[src/rtl/dvfs_pkg.sv]
// Shared DVFS definitions: operating-level encodings and the sequencer state enum
// used by both the V/F sequencer and the load-based policy FSM.
package dvfs_pkg;

  localparam logic [1:0] LVL_LOW     = 2'b00;
  localparam logic [1:0] LVL_NORM    = 2'b01;
  localparam logic [1:0] LVL_HIGH    = 2'b10;
  localparam logic [1:0] LVL_ILLEGAL = 2'b11;

  typedef enum logic [2:0] {
    ST_IDLE    = 3'd0,
    ST_V_RAISE = 3'd1,
    ST_F_LOCK  = 3'd2,
    ST_V_LOWER = 3'd3,
    ST_ABORT   = 3'd4
  } seq_state_t;

  function automatic int max_int(input int a, input int b);
    return (a > b) ? a : b;
  endfunction

endpackage

[src/rtl/dvfs_settle_timer.sv]
// Loadable down-counter shared by the rail-settle and PLL-lock-timeout waits.
// A load sets the count; it then decrements once per cycle and holds at zero.
module dvfs_settle_timer #(
  parameter int W = 8
) (
  input  logic         clk,
  input  logic         rst_n,
  input  logic         load,
  input  logic [W-1:0] value,
  output logic         expired
);

  logic [W-1:0] count;

  always_ff @(posedge clk or negedge rst_n) begin
    if (!rst_n) begin
      count <= '0;
    end else if (load) begin
      count <= value;
    end else if (count != '0) begin
      count <= count - W'(1);
    end
  end

  assign expired = (count == '0);

endmodule

[src/rtl/dvfs_vf_sequencer.sv]
// Orders regulator and PLL level changes so frequency never exceeds what the rail supports:
// voltage up before frequency, frequency down before voltage, with lock-timeout rollback.
module dvfs_vf_sequencer
  import dvfs_pkg::*;
#(
  parameter int VOLT_SETTLE_CYC  = 50,
  parameter int LOCK_TIMEOUT_CYC = 200
) (
  input  logic       clk,
  input  logic       rst_n,
  input  logic       req_valid,
  input  logic [1:0] req_level,
  output logic       req_ready,
  input  logic       pll_lock,
  output logic       pll_relock,
  output logic [1:0] volt_sel,
  output logic [1:0] freq_sel,
  output logic [1:0] cur_level,
  output logic       busy,
  output logic       done,
  output logic       err,
  input  logic       err_clr
);

  localparam int CW = $clog2(max_int(VOLT_SETTLE_CYC, LOCK_TIMEOUT_CYC) + 1);
  // The timer expires one load-value+1 edges after loading, so settle loads S-1
  // and lock timeout loads L (the relock cycle itself is never sampled).
  localparam logic [CW-1:0] SETTLE_LD = CW'(VOLT_SETTLE_CYC - 1);
  localparam logic [CW-1:0] LOCK_LD   = CW'(LOCK_TIMEOUT_CYC);

  seq_state_t    state;
  logic [1:0]    tgt;
  logic [1:0]    old;
  logic          accept;
  logic          raising;
  logic          lock_hit;
  logic          tmr_load;
  logic [CW-1:0] tmr_val;
  logic          tmr_exp;

  assign accept   = req_valid && req_ready;
  assign raising  = (tgt > old);
  assign lock_hit = pll_lock && !pll_relock;
  assign busy     = ~req_ready;

  always_comb begin
    tmr_load = 1'b0;
    tmr_val  = SETTLE_LD;
    case (state)
      ST_IDLE: begin
        if (accept && (req_level != LVL_ILLEGAL) && (req_level != cur_level)) begin
          tmr_load = 1'b1;
          tmr_val  = (req_level > cur_level) ? SETTLE_LD : LOCK_LD;
        end
      end
      ST_V_RAISE: begin
        if (tmr_exp) begin
          tmr_load = 1'b1;
          tmr_val  = LOCK_LD;
        end
      end
      ST_F_LOCK: begin
        if ((lock_hit && !raising) || (!lock_hit && tmr_exp)) begin
          tmr_load = 1'b1;
          tmr_val  = SETTLE_LD;
        end
      end
      default: begin
        tmr_load = 1'b0;
      end
    endcase
  end

  dvfs_settle_timer #(
    .W(CW)
  ) u_timer (
    .clk    (clk),
    .rst_n  (rst_n),
    .load   (tmr_load),
    .value  (tmr_val),
    .expired(tmr_exp)
  );

  always_ff @(posedge clk or negedge rst_n) begin
    if (!rst_n) begin
      state      <= ST_IDLE;
      volt_sel   <= LVL_NORM;
      freq_sel   <= LVL_NORM;
      cur_level  <= LVL_NORM;
      req_ready  <= 1'b1;
      done       <= 1'b0;
      pll_relock <= 1'b0;
      err        <= 1'b0;
      tgt        <= LVL_NORM;
      old        <= LVL_NORM;
    end else begin
      done       <= 1'b0;
      pll_relock <= 1'b0;
      // Any set below overrides this clear, so a same-cycle set wins.
      if (err_clr) begin
        err <= 1'b0;
      end
      case (state)
        ST_IDLE: begin
          if (accept) begin
            tgt <= req_level;
            old <= cur_level;
            if (req_level == LVL_ILLEGAL) begin
              err  <= 1'b1;
              done <= 1'b1;
            end else if (req_level == cur_level) begin
              done <= 1'b1;
            end else if (req_level > cur_level) begin
              volt_sel  <= req_level;
              state     <= ST_V_RAISE;
              req_ready <= 1'b0;
            end else begin
              freq_sel   <= req_level;
              pll_relock <= 1'b1;
              state      <= ST_F_LOCK;
              req_ready  <= 1'b0;
            end
          end
        end
        ST_V_RAISE: begin
          if (tmr_exp) begin
            freq_sel   <= tgt;
            pll_relock <= 1'b1;
            state      <= ST_F_LOCK;
          end
        end
        ST_F_LOCK: begin
          if (lock_hit) begin
            if (raising) begin
              cur_level <= tgt;
              done      <= 1'b1;
              req_ready <= 1'b1;
              state     <= ST_IDLE;
            end else begin
              volt_sel <= tgt;
              state    <= ST_V_LOWER;
            end
          end else if (tmr_exp) begin
            // Fall back to the old frequency; the rail is still at least that high.
            freq_sel   <= old;
            pll_relock <= 1'b1;
            err        <= 1'b1;
            state      <= ST_ABORT;
          end
        end
        ST_V_LOWER: begin
          if (tmr_exp) begin
            cur_level <= tgt;
            done      <= 1'b1;
            req_ready <= 1'b1;
            state     <= ST_IDLE;
          end
        end
        ST_ABORT: begin
          if (tmr_exp) begin
            volt_sel  <= old;
            done      <= 1'b1;
            req_ready <= 1'b1;
            state     <= ST_IDLE;
          end
        end
        default: begin
          state     <= ST_IDLE;
          req_ready <= 1'b1;
        end
      endcase
    end
  end

endmodule

[config.mk]
export PLATFORM = sky130hd
export DESIGN_NAME = dvfs_vf_sequencer
export DESIGN_NICKNAME = d
export VERILOG_FILES = /design/src/rtl/dvfs_pkg.sv /design/src/rtl/dvfs_settle_timer.sv /design/src/rtl/dvfs_vf_sequencer.sv
export SDC_FILE = /design/constraint.sdc
export NUM_CORES = 1
export LEC_CHECK = 0
export CORE_MARGIN = 4
export CORE_UTILIZATION = 45
export CTS_CLUSTER_DIAMETER = 50
export DETAILED_ROUTE_END_ITERATION = 7
export GPL_TIMING_DRIVEN = 0
export PLACE_DENSITY = 0.71
export SYNTH_ARGS = -nofsm -noshare
export SYNTH_HDL_FRONTEND = slang
export SYNTH_SLANG_ARGS = --single-unit
[constraint.sdc]
create_clock -name clk -period 2 [get_ports clk]
set_input_delay 0.2 -clock clk [delete_from_list [all_inputs] [get_ports clk]]
set_output_delay 0.2 -clock clk [all_outputs]
set_load 0.005 [all_outputs]
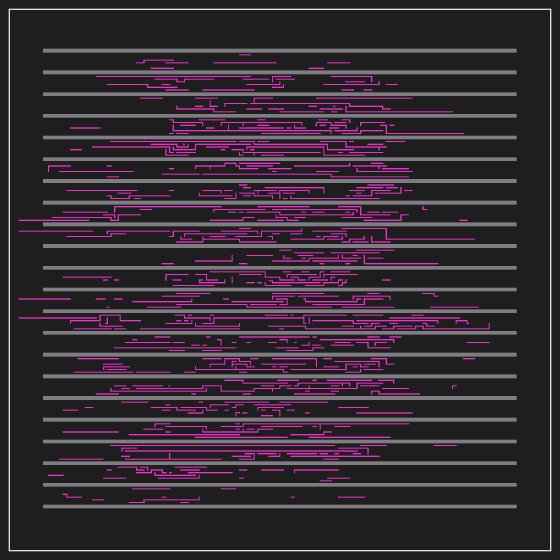
run_1/m1.png
Supply wires on this layer in grey.
The longest straight run is 29.0 um. The layer carries 1870 um of wire. 205 nets have wire on it. The wires run mostly horizontal. The layer holds 48% of the routed length.
met1 GRT Util: 0.269
Vias: 1447
Total Routed Length: 3930 um

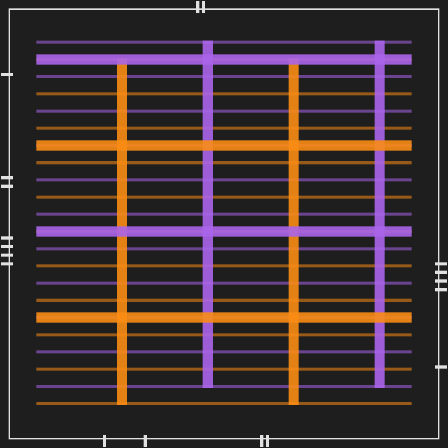
run_1/floorplan.png
Pins as bars on the die edge.
VDD: shown in purple. VSS: shown in orange.
4 straps on met4. 18 signal pins sit on the boundary. The core has 21 rows.

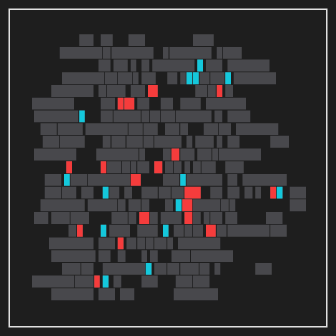
run_1/gates.png
nand cells: shown in red, cells 18. inv cells: shown in cyan, cells 14.

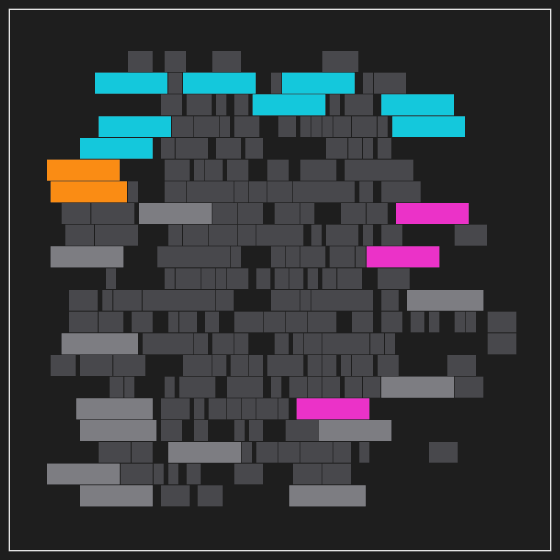
run_1/ff_map.png
Other sequential cells in the stronger grey, the rest of the logic in the fainter grey.
freq_sel: shown in orange, placed flops 2. state: shown in magenta, placed flops 3. u_timer.count: shown in cyan, placed flops 8.

==> results.yml, run 1 <==
# generated from flow reports
outcome:
  status: "finished with violations"
  violations: "negative setup slack"
setup_path:
  cp_num_cells: 5
  r2r_cells: 5
  critPathMaxStageDelay_ps: 580
  endpoint: "freq_sel[1]"
  path_delay_family: "simple AND/OR/NAND/NOR gates"
  crit_required_ps: 2230
  worstSetupStartpointType: "register"
cts:
  ctsHoldBuffers: 0
  insertion_delay_ps: 330
  clockBufferDepth: 2
  clock_sinks: 25
  root_buffer: "clkbuf_4"
  tritoncts: "built"
sta:
  fin_crit_ps: 2190
  hold_viol_final: 0
  setup_violations: 11
  fin_ws_ps: -195
  setup-tns-final_ps: -1560
final_layout:
  final_common_cell: "dfrtp_1"
  top_register: "u_timer.count"
  clock_area_frac: 0.0132
  fillCellCount: 282
  drive_gt1_frac: 0.300
  seq-cell-share: 0.303
  clock_buffers: 3
  area_growth_syn_to_layout_pct: 30.5
  stdcell_count: 253
placed_design:
  placed_area_um2: 1850
  pre_cts_ws_ps: -731
  port_buffers: 17
  hpwl_um: 2740
  place_inst: 237
detailed_routing:
  viasPerCell: 5.72
  dr.pass1.iters: 4
  antenna_left: 0
  wl_met3_um: 185
  remaining_drc_errors: 0
logic_synthesis:
  mux_share: 0.0812
  floorplan.nets: 187
  yosys_warnings: 0
  ys_sh_adder: 0.0469
  synth_top_area_share: 0.297
power_and_ir_drop:
  ir_drop_mv: 0.319
  power_leader: "sequential cells"
floorplan:
  chipArea_um2: 4580
  core_area_um2: 3390
global_routing:
  grt_max_degree: 26
  overflow: 0
flow_run:
  maxCapViolCount: 0
  tool_warnings: 30
min_path:
  hold_end: "tgt[0]"
  hp-class: "in -> reg"
==> run 2, diff against run 1 <==
TNS_END_PERCENT = 100   (was default)
==> run 2 against run 1 <==
The run still ends with negative setup slack left; final area unchanged; final cell count unchanged; synthesized cell count unchanged; global-route usage unchanged; total power unchanged; worst setup slack unchanged; die area unchanged; combinational power about the same; critical path depth unchanged; worst hold slack unchanged; critical endpoint unchanged.
==> results.yml, run 2 <==
# generated from flow reports
floorplan:
  nWellTaps: 46
  chipArea_um2: 4580
  core_area_um2: 3390
detailed_routing:
  wirelength_um: 3930
  vias: 1447
  wl_met3_um: 185
  dr.pass1.iters: 4
  remaining_drc_errors: 0
  viasPerCell: 5.72
cts:
  ctsHoldBuffers: 0
  clockBufferDepth: 2
  root_buffer: "clkbuf_4"
  tritoncts: "built"
  cts_resized: 14
  cts_made_buffers: 3
global_routing:
  grt_pass1_vias: 1474
  grt.met2_usage: 0.305
  met1_usage: 0.269
  grt_max_degree: 26
  overflow: 0
final_layout:
  drive_gt1_frac: 0.300
  clock_area_frac: 0.0132
  buf_share: 0.147
  stdcell_count: 253
  area_growth_syn_to_layout_pct: 30.5
  sh_comb_area: 0.484
  final_common_cell: "dfrtp_1"
power_and_ir_drop:
  ir_drop_mv: 0.319
  power_leader: "sequential cells"
logic_synthesis:
  floorplan.nets: 187
  yosys_warnings: 0
  mux_share: 0.0812
  ys_sh_adder: 0.0469
placed_design:
  pre_cts_ws_ps: -731
  place_inst: 237
  port_buffers: 17
  placed_area_um2: 1850
  hpwl_um: 2740
sta:
  setup-tns-final_ps: -1560
  hold_viol_final: 0
  setup_violations: 11
  fin_crit_ps: 2190
  fin_ws_ps: -195
setup_path:
  worstSetupStartpointType: "register"
  endpoint: "freq_sel[1]"
  r2r_cells: 5
  slowest_stage: "or4_4"
  crit_required_ps: 2230
  cp_num_cells: 5
  path_delay_family: "simple AND/OR/NAND/NOR gates"
min_path:
  hp-class: "in -> reg"
  hold_end: "tgt[0]"
outcome:
  status: "finished with violations"
  violations: "negative setup slack"
flow_run:
  maxCapViolCount: 0
  tool_warnings: 30
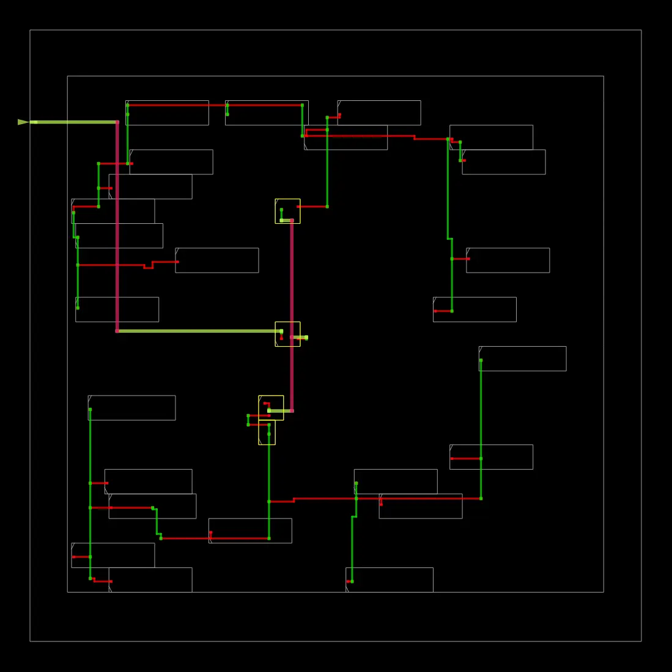
run_2/clock_nets.png
CTS Sinks: 25
flop count: 25
CLK BUF: 3
Latency at later pin: 330 ps

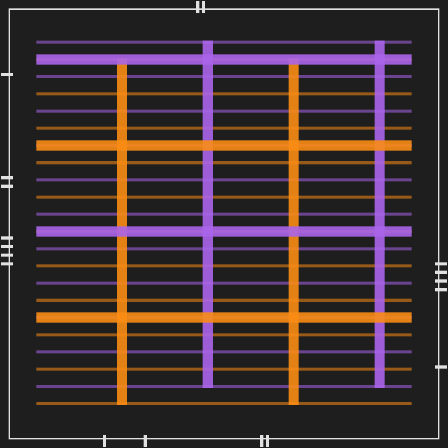
run_2/floorplan.png
Pins as bars on the die edge.
VSS: shown in orange. VDD: shown in purple.
The core has 21 rows. 18 signal pins sit on the boundary. 4 straps on met4.

Power is estimated from default activity; no workload was simulated.
